`config.mk`:
```
export PLATFORM = sky130hd
export DESIGN_NAME = emern_spi_cmd_rx
export DESIGN_NICKNAME = d
export VERILOG_FILES = /design/src/rtl/emern_spi_cmd_rx.sv
export SDC_FILE = /design/constraint.sdc
export NUM_CORES = 1
export LEC_CHECK = 0
export CAP_MARGIN = 20
export CORE_MARGIN = 2
export CORE_UTILIZATION = 57
export DETAILED_ROUTE_END_ITERATION = 10
export GPL_TIMING_DRIVEN = 0
export PLACE_DENSITY = 0.85
export SETUP_SLACK_MARGIN = 0.4
export SYNTH_ARGS = -nofsm -noshare
export SYNTH_HDL_FRONTEND = slang
export SYNTH_SLANG_ARGS = --single-unit
```
`constraint.sdc`:
```
create_clock -name clk -period 4.9 [get_ports clk]
set_input_delay 0.98 -clock clk [delete_from_list [all_inputs] [get_ports clk]]
set_output_delay 0.98 -clock clk [all_outputs]
set_load 0.02 [all_outputs]
```
`src/rtl/emern_spi_cmd_rx.sv`:
```
// emern_spi_cmd_rx
// SPI mode-0 slave command engine. Byte 0 of a frame is a command
// (bit7 = write, low ADDR_W bits = start address); the following bytes are
// write data (turned into one-cycle register write strobes, gated by
// load_en) or read data (shifted out on MISO from the register file).
//
// Ports:
//   clk, rst           system clock, synchronous active-high reset
//   cs_n_in, sck_in,   asynchronous SPI pins, synchronized internally
//   mosi_in
//   miso_out           SPI data out (changes on synchronized sck fall)
//   load_en            1 = register writes permitted
//   wr_en/wr_addr/     one-cycle write strobe with address and data
//   wr_data
//   rd_addr/rd_data    read port to the register file (rd_data combinational)
//   frame_active       synchronized chip select asserted
//   drop_err           sticky per frame: a write byte was dropped
//   drop_cnt           saturating dropped-byte count
//
// Build option: define SPI_DROP_CNT_EN to implement drop_cnt as a
// saturating 8-bit counter cleared only by rst; otherwise it is tied to 0.
//
// state | meaning
// IDLE  | waiting for a synchronized cs_n fall
// CMD   | shifting in the command byte
// WDATA | shifting in write data bytes
// RDATA | shifting read data out on miso_out

module emern_spi_cmd_rx #(
    parameter int ADDR_W      = 5,
    parameter int SYNC_STAGES = 2
) (
    input  logic              clk,
    input  logic              rst,
    input  logic              cs_n_in,
    input  logic              sck_in,
    input  logic              mosi_in,
    output logic              miso_out,
    input  logic              load_en,
    output logic              wr_en,
    output logic [ADDR_W-1:0] wr_addr,
    output logic [7:0]        wr_data,
    output logic [ADDR_W-1:0] rd_addr,
    input  logic [7:0]        rd_data,
    output logic              frame_active,
    output logic              drop_err,
    output logic [7:0]        drop_cnt
);

    typedef enum logic [1:0] {IDLE, CMD, WDATA, RDATA} state_t;

    state_t                 state;
    logic [SYNC_STAGES-1:0] cs_sync;
    logic [SYNC_STAGES-1:0] sck_sync;
    logic [SYNC_STAGES-1:0] mosi_sync;
    logic                   cs_prev;
    logic                   sck_prev;
    logic [SYNC_STAGES:0]   fill;
    logic                   armed;
    logic                   cs_s;
    logic                   sck_s;
    logic                   mosi_s;
    logic                   cs_fall;
    logic                   cs_rise;
    logic                   sck_rise;
    logic                   sck_fall;
    logic [2:0]             bit_cnt;
    logic [6:0]             rx_shift;
    logic [7:0]             rx_byte;
    logic [7:0]             tx_shift;
    logic [ADDR_W-1:0]      ptr;
    logic                   load_pending;
    logic                   drop_now;

    assign cs_s     = cs_sync[SYNC_STAGES-1];
    assign sck_s    = sck_sync[SYNC_STAGES-1];
    assign mosi_s   = mosi_sync[SYNC_STAGES-1];
    assign cs_fall  = cs_prev & ~cs_s;
    assign cs_rise  = ~cs_prev & cs_s;
    assign sck_rise = sck_s & ~sck_prev;
    assign sck_fall = ~sck_s & sck_prev;
    assign rx_byte  = {rx_shift, mosi_s};

    assign drop_now = (state == WDATA) && !cs_rise && sck_rise &&
                      (bit_cnt == 3'd7) && !load_en;

    // The cs_n chain resets to 1, so a pin held low through reset would look
    // like a fresh fall. A frame may only start once cs_n has been observed
    // high from real samples (fill marks when the chain holds real data).
    always_ff @(posedge clk) begin
        if (rst) begin
            cs_sync   <= '1;
            sck_sync  <= '0;
            mosi_sync <= '0;
            cs_prev   <= 1'b1;
            sck_prev  <= 1'b0;
            fill      <= '0;
            armed     <= 1'b0;
        end else begin
            cs_sync   <= {cs_sync[SYNC_STAGES-2:0], cs_n_in};
            sck_sync  <= {sck_sync[SYNC_STAGES-2:0], sck_in};
            mosi_sync <= {mosi_sync[SYNC_STAGES-2:0], mosi_in};
            cs_prev   <= cs_s;
            sck_prev  <= sck_s;
            fill      <= {fill[SYNC_STAGES-1:0], 1'b1};
            if (fill[SYNC_STAGES] && cs_s)
                armed <= 1'b1;
        end
    end

    always_ff @(posedge clk) begin
        if (rst) begin
            state        <= IDLE;
            miso_out     <= 1'b0;
            wr_en        <= 1'b0;
            wr_addr      <= '0;
            wr_data      <= '0;
            rd_addr      <= '0;
            frame_active <= 1'b0;
            drop_err     <= 1'b0;
            bit_cnt      <= '0;
            rx_shift     <= '0;
            tx_shift     <= '0;
            ptr          <= '0;
            load_pending <= 1'b0;
        end else begin
            wr_en <= 1'b0;
            if (state == IDLE) begin
                if (armed && cs_fall) begin
                    state        <= CMD;
                    frame_active <= 1'b1;
                    drop_err     <= 1'b0;
                    bit_cnt      <= '0;
                end
            end else if (cs_rise) begin
                state        <= IDLE;
                frame_active <= 1'b0;
                miso_out     <= 1'b0;
                bit_cnt      <= '0;
                load_pending <= 1'b0;
            end else if (sck_rise) begin
                rx_shift <= rx_byte[6:0];
                bit_cnt  <= bit_cnt + 3'd1;
                if (bit_cnt == 3'd7) begin
                    unique case (state)
                        CMD: begin
                            ptr          <= rx_byte[ADDR_W-1:0];
                            rd_addr      <= rx_byte[ADDR_W-1:0];
                            load_pending <= ~rx_byte[7];
                            state        <= rx_byte[7] ? WDATA : RDATA;
                        end
                        WDATA: begin
                            if (load_en) begin
                                wr_en   <= 1'b1;
                                wr_addr <= ptr;
                                wr_data <= rx_byte;
                            end else begin
                                drop_err <= 1'b1;
                            end
                            ptr <= ptr + ADDR_W'(1);
                        end
                        RDATA: begin
                            // rd_addr settles long before the next fall loads it
                            ptr          <= ptr + ADDR_W'(1);
                            rd_addr      <= ptr + ADDR_W'(1);
                            load_pending <= 1'b1;
                        end
                        default: ;
                    endcase
                end
            end else if (sck_fall && state == RDATA) begin
                if (load_pending) begin
                    miso_out     <= rd_data[7];
                    tx_shift     <= {rd_data[6:0], 1'b0};
                    load_pending <= 1'b0;
                end else begin
                    miso_out <= tx_shift[7];
                    tx_shift <= {tx_shift[6:0], 1'b0};
                end
            end
        end
    end

`ifdef SPI_DROP_CNT_EN
    always_ff @(posedge clk) begin
        if (rst)
            drop_cnt <= '0;
        else if (drop_now && drop_cnt != 8'hFF)
            drop_cnt <= drop_cnt + 8'd1;
    end
`else
    assign drop_cnt = '0;
`endif

endmodule

```
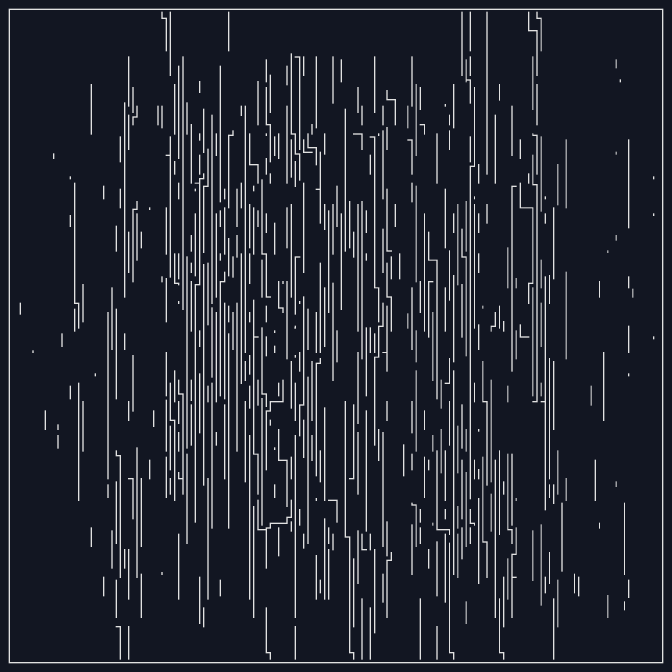
(images/layer_met2.png)
295 nets have wire on it. The layer carries 2640 um of wire. The layer holds 47% of the routed length. The wires run mostly vertical. The longest straight run is 36.7 um.

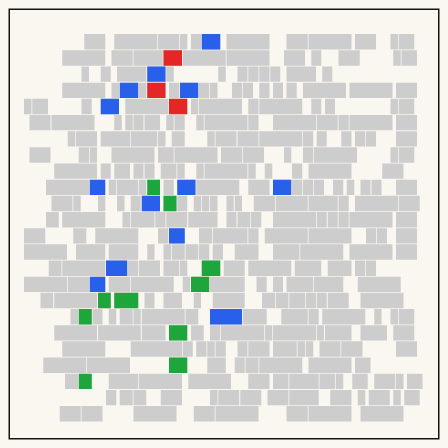
(images/logic_types.png)
Blue marks AND-OR and OR-AND gates, cells 13, most used a211o_1. Red marks XOR/XNOR gates, cells 3, most used xor2_1. Green marks AND and OR gates, cells 10, most used or2_2.
Commonest Layout Cell: dfxtp_1
logic share of the area: 38.8%
Post-Layout Cell Count: 388

==> flow_summary.ini <==
; implementation run metrics
[final_timing]
fmax_mhz = 426
period_needed_ns = 2.35
rsz0062_at_grt = false

[placed_design]
place_area_sq_mm = 0.00308

[die]
chip_area_sq_mm = 0.00518
die_x_um = 72.0
boundaryPins = 44
rows = 24

[synth]
ys_warn_count = 0
ys_seq_share_pct = 44.8
edf_count = 0
synth_cells = 280

[global_route]
overflow = 0
first_global_vias = 2037

[status]
outcome = completed

[routing]
detail_route.wl_per_cell_um = 14.5
vias = 2175

[layout]
area_delta_synth_final_pct = 23.1
stdcell_area_sq_mm = 0.00324
fill_cells = 323
drive_gt1_share_pct = 15.5

[worst_setup_path]
cpPeakStageDelay_ns = 0.55
cp_slowest_cell = clkdlybuf4s50_1
cpMostUsedCell = clkbuf_1
end_kind = flip-flop
regToRegEndpoint = rd_addr[4]$_SDFFE_PP0P_
crit_chain = clkdlybuf4s50_1, clkbuf_1, clkbuf_1, a21oi_1

[min_path]
hold_depth = 1
holdPathEnd = cs_sync[1]$_SDFF_PP1_

[clock_tree]
cts_buffer_depth = 2
cts_num_sinks = 59
ctsHoldBuffers = 0
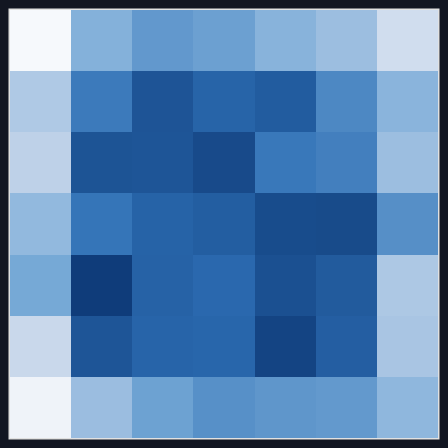
(images/cell_density.png)
7 x 7 tiles, from white (low) to dark blue (high), 0 to 100% covered.
41% of the tiles are over 75% full. The mean over all tiles is 61%. The fullest tile reaches 95%.
Core Util, Final: 73.5%
Initial Util: 59.7%
core area: 0.00441 sq mm

per-stage QoR:
stage | util [%] | hold slack [ns] | power [W] | instances
after floorplan | - | 0.389 | 0.000525 | 287
after global placement | 69.7 | 0.397 | 0.000542 | 374
after detailed placement | 69.7 | 0.413 | 0.000543 | 374
after CTS | 73.5 | 0.426 | 0.000915 | 388
after global routing | 73.5 | 0.448 | 0.000941 | 388
final | 73.5 | 0.423 | 0.000915 | 388
cells in the final DEF, fill, tap and decap left out, drive strengths merged, types with 5 or more instances in the layout:
cell / netlist / final
nand2: 22 / 22
a21oi: 29 / 29
clkdlybuf4s50: 0 / 35
nor2b: 10 / 10
a211oi: 7 / 7
nor2: 16 / 16
nand3: 22 / 22
conb: 1 / 8
clkbuf: 8 / 19
mux2i: 14 / 14
dfxtp: 59 / 59
a211o: 5 / 5
buf: 21 / 21
o21ai: 17 / 17
worst reg2reg max path, cell delays in order, from the launching register on:
cell and delay [ns]:
dfxtp_1 0.40, ha_1 0.18, ha_1 0.21, and3b_1 0.28
nand3_2 0.24, a211o_1 0.31, a21oi_1 0.19
synthesized netlist by cell type (all sizes together), types with 5 or more instances:
cell,count,share of area (%)
dfxtp,59,45
a21oi,29,5.5
nand2,22,3.1
nand3,22,4.6
buf,21,6.8
o21ai,17,3.7
nor2,16,2.3
mux2i,14,5.3
nor2b,10,2.7
clkbuf,8,1.1
a211oi,7,2.4
a211o,5,1.7
sequential cells by signal (all words and copies together) (netlist names), 3 cells and up:
| name | flops |
|---|---|
| wr_data | 8 |
| rx_shift | 7 |
| tx_shift | 7 |
| ptr | 5 |
| rd_addr | 5 |
| wr_addr | 5 |
| bit_cnt | 3 |
| fill | 3 |
report_power, final:
group / internal, W / total, W / switching, W / leakage, nW
Combinational: 0.0000210 / 0.0000457 / 0.0000246 / 0.565
Sequential: 0.000484 / 0.000487 / 0.00000284 / 0.478
Clock: 0.000202 / 0.000382 / 0.000180 / 0.0908
layer usage:
layer / GRT usage (%) / share of wire (%) / vias up
met4: 11.1 / 2.4 / 0
met2: 38.8 / 47 / 77
met5: 0 / 0 / -
met3: 6.25 / 6.6 / 13
li1: - / - / 1082
met1: 31.0 / 44 / 1003
cells by family (layout without fill, tap and decap cells):
family | after synthesis | after routing | synth area share, %
buf+inv | 32 | 81 | 8.40
xor+xnor | 3 | 3 | 0.997
flops | 59 | 59 | 44.8
other cells | 1 | 8 | 0.142
fa+ha+maj | 3 | 3 | 1.42
mux | 15 | 15 | 5.75
simple gates | 94 | 94 | 20.3
compound gates | 73 | 73 | 18.1
area by class of cell:
type | count | area (sq um) | area share [%]
Sequential cell | 59 | 1180 | 36.4
Inverter | 3 | 11.3 | 0.347
Clock inverter | 3 | 15.0 | 0.463
Tap cell | 52 | 65.1 | 2.01
Multi-Input combinational cell | 196 | 1260 | 38.8
Clock buffer | 11 | 151 | 4.67
Buffer | 29 | 210 | 6.48
Timing Repair Buffer | 35 | 350 | 10.8
Power and IR drop assume default switching activity.
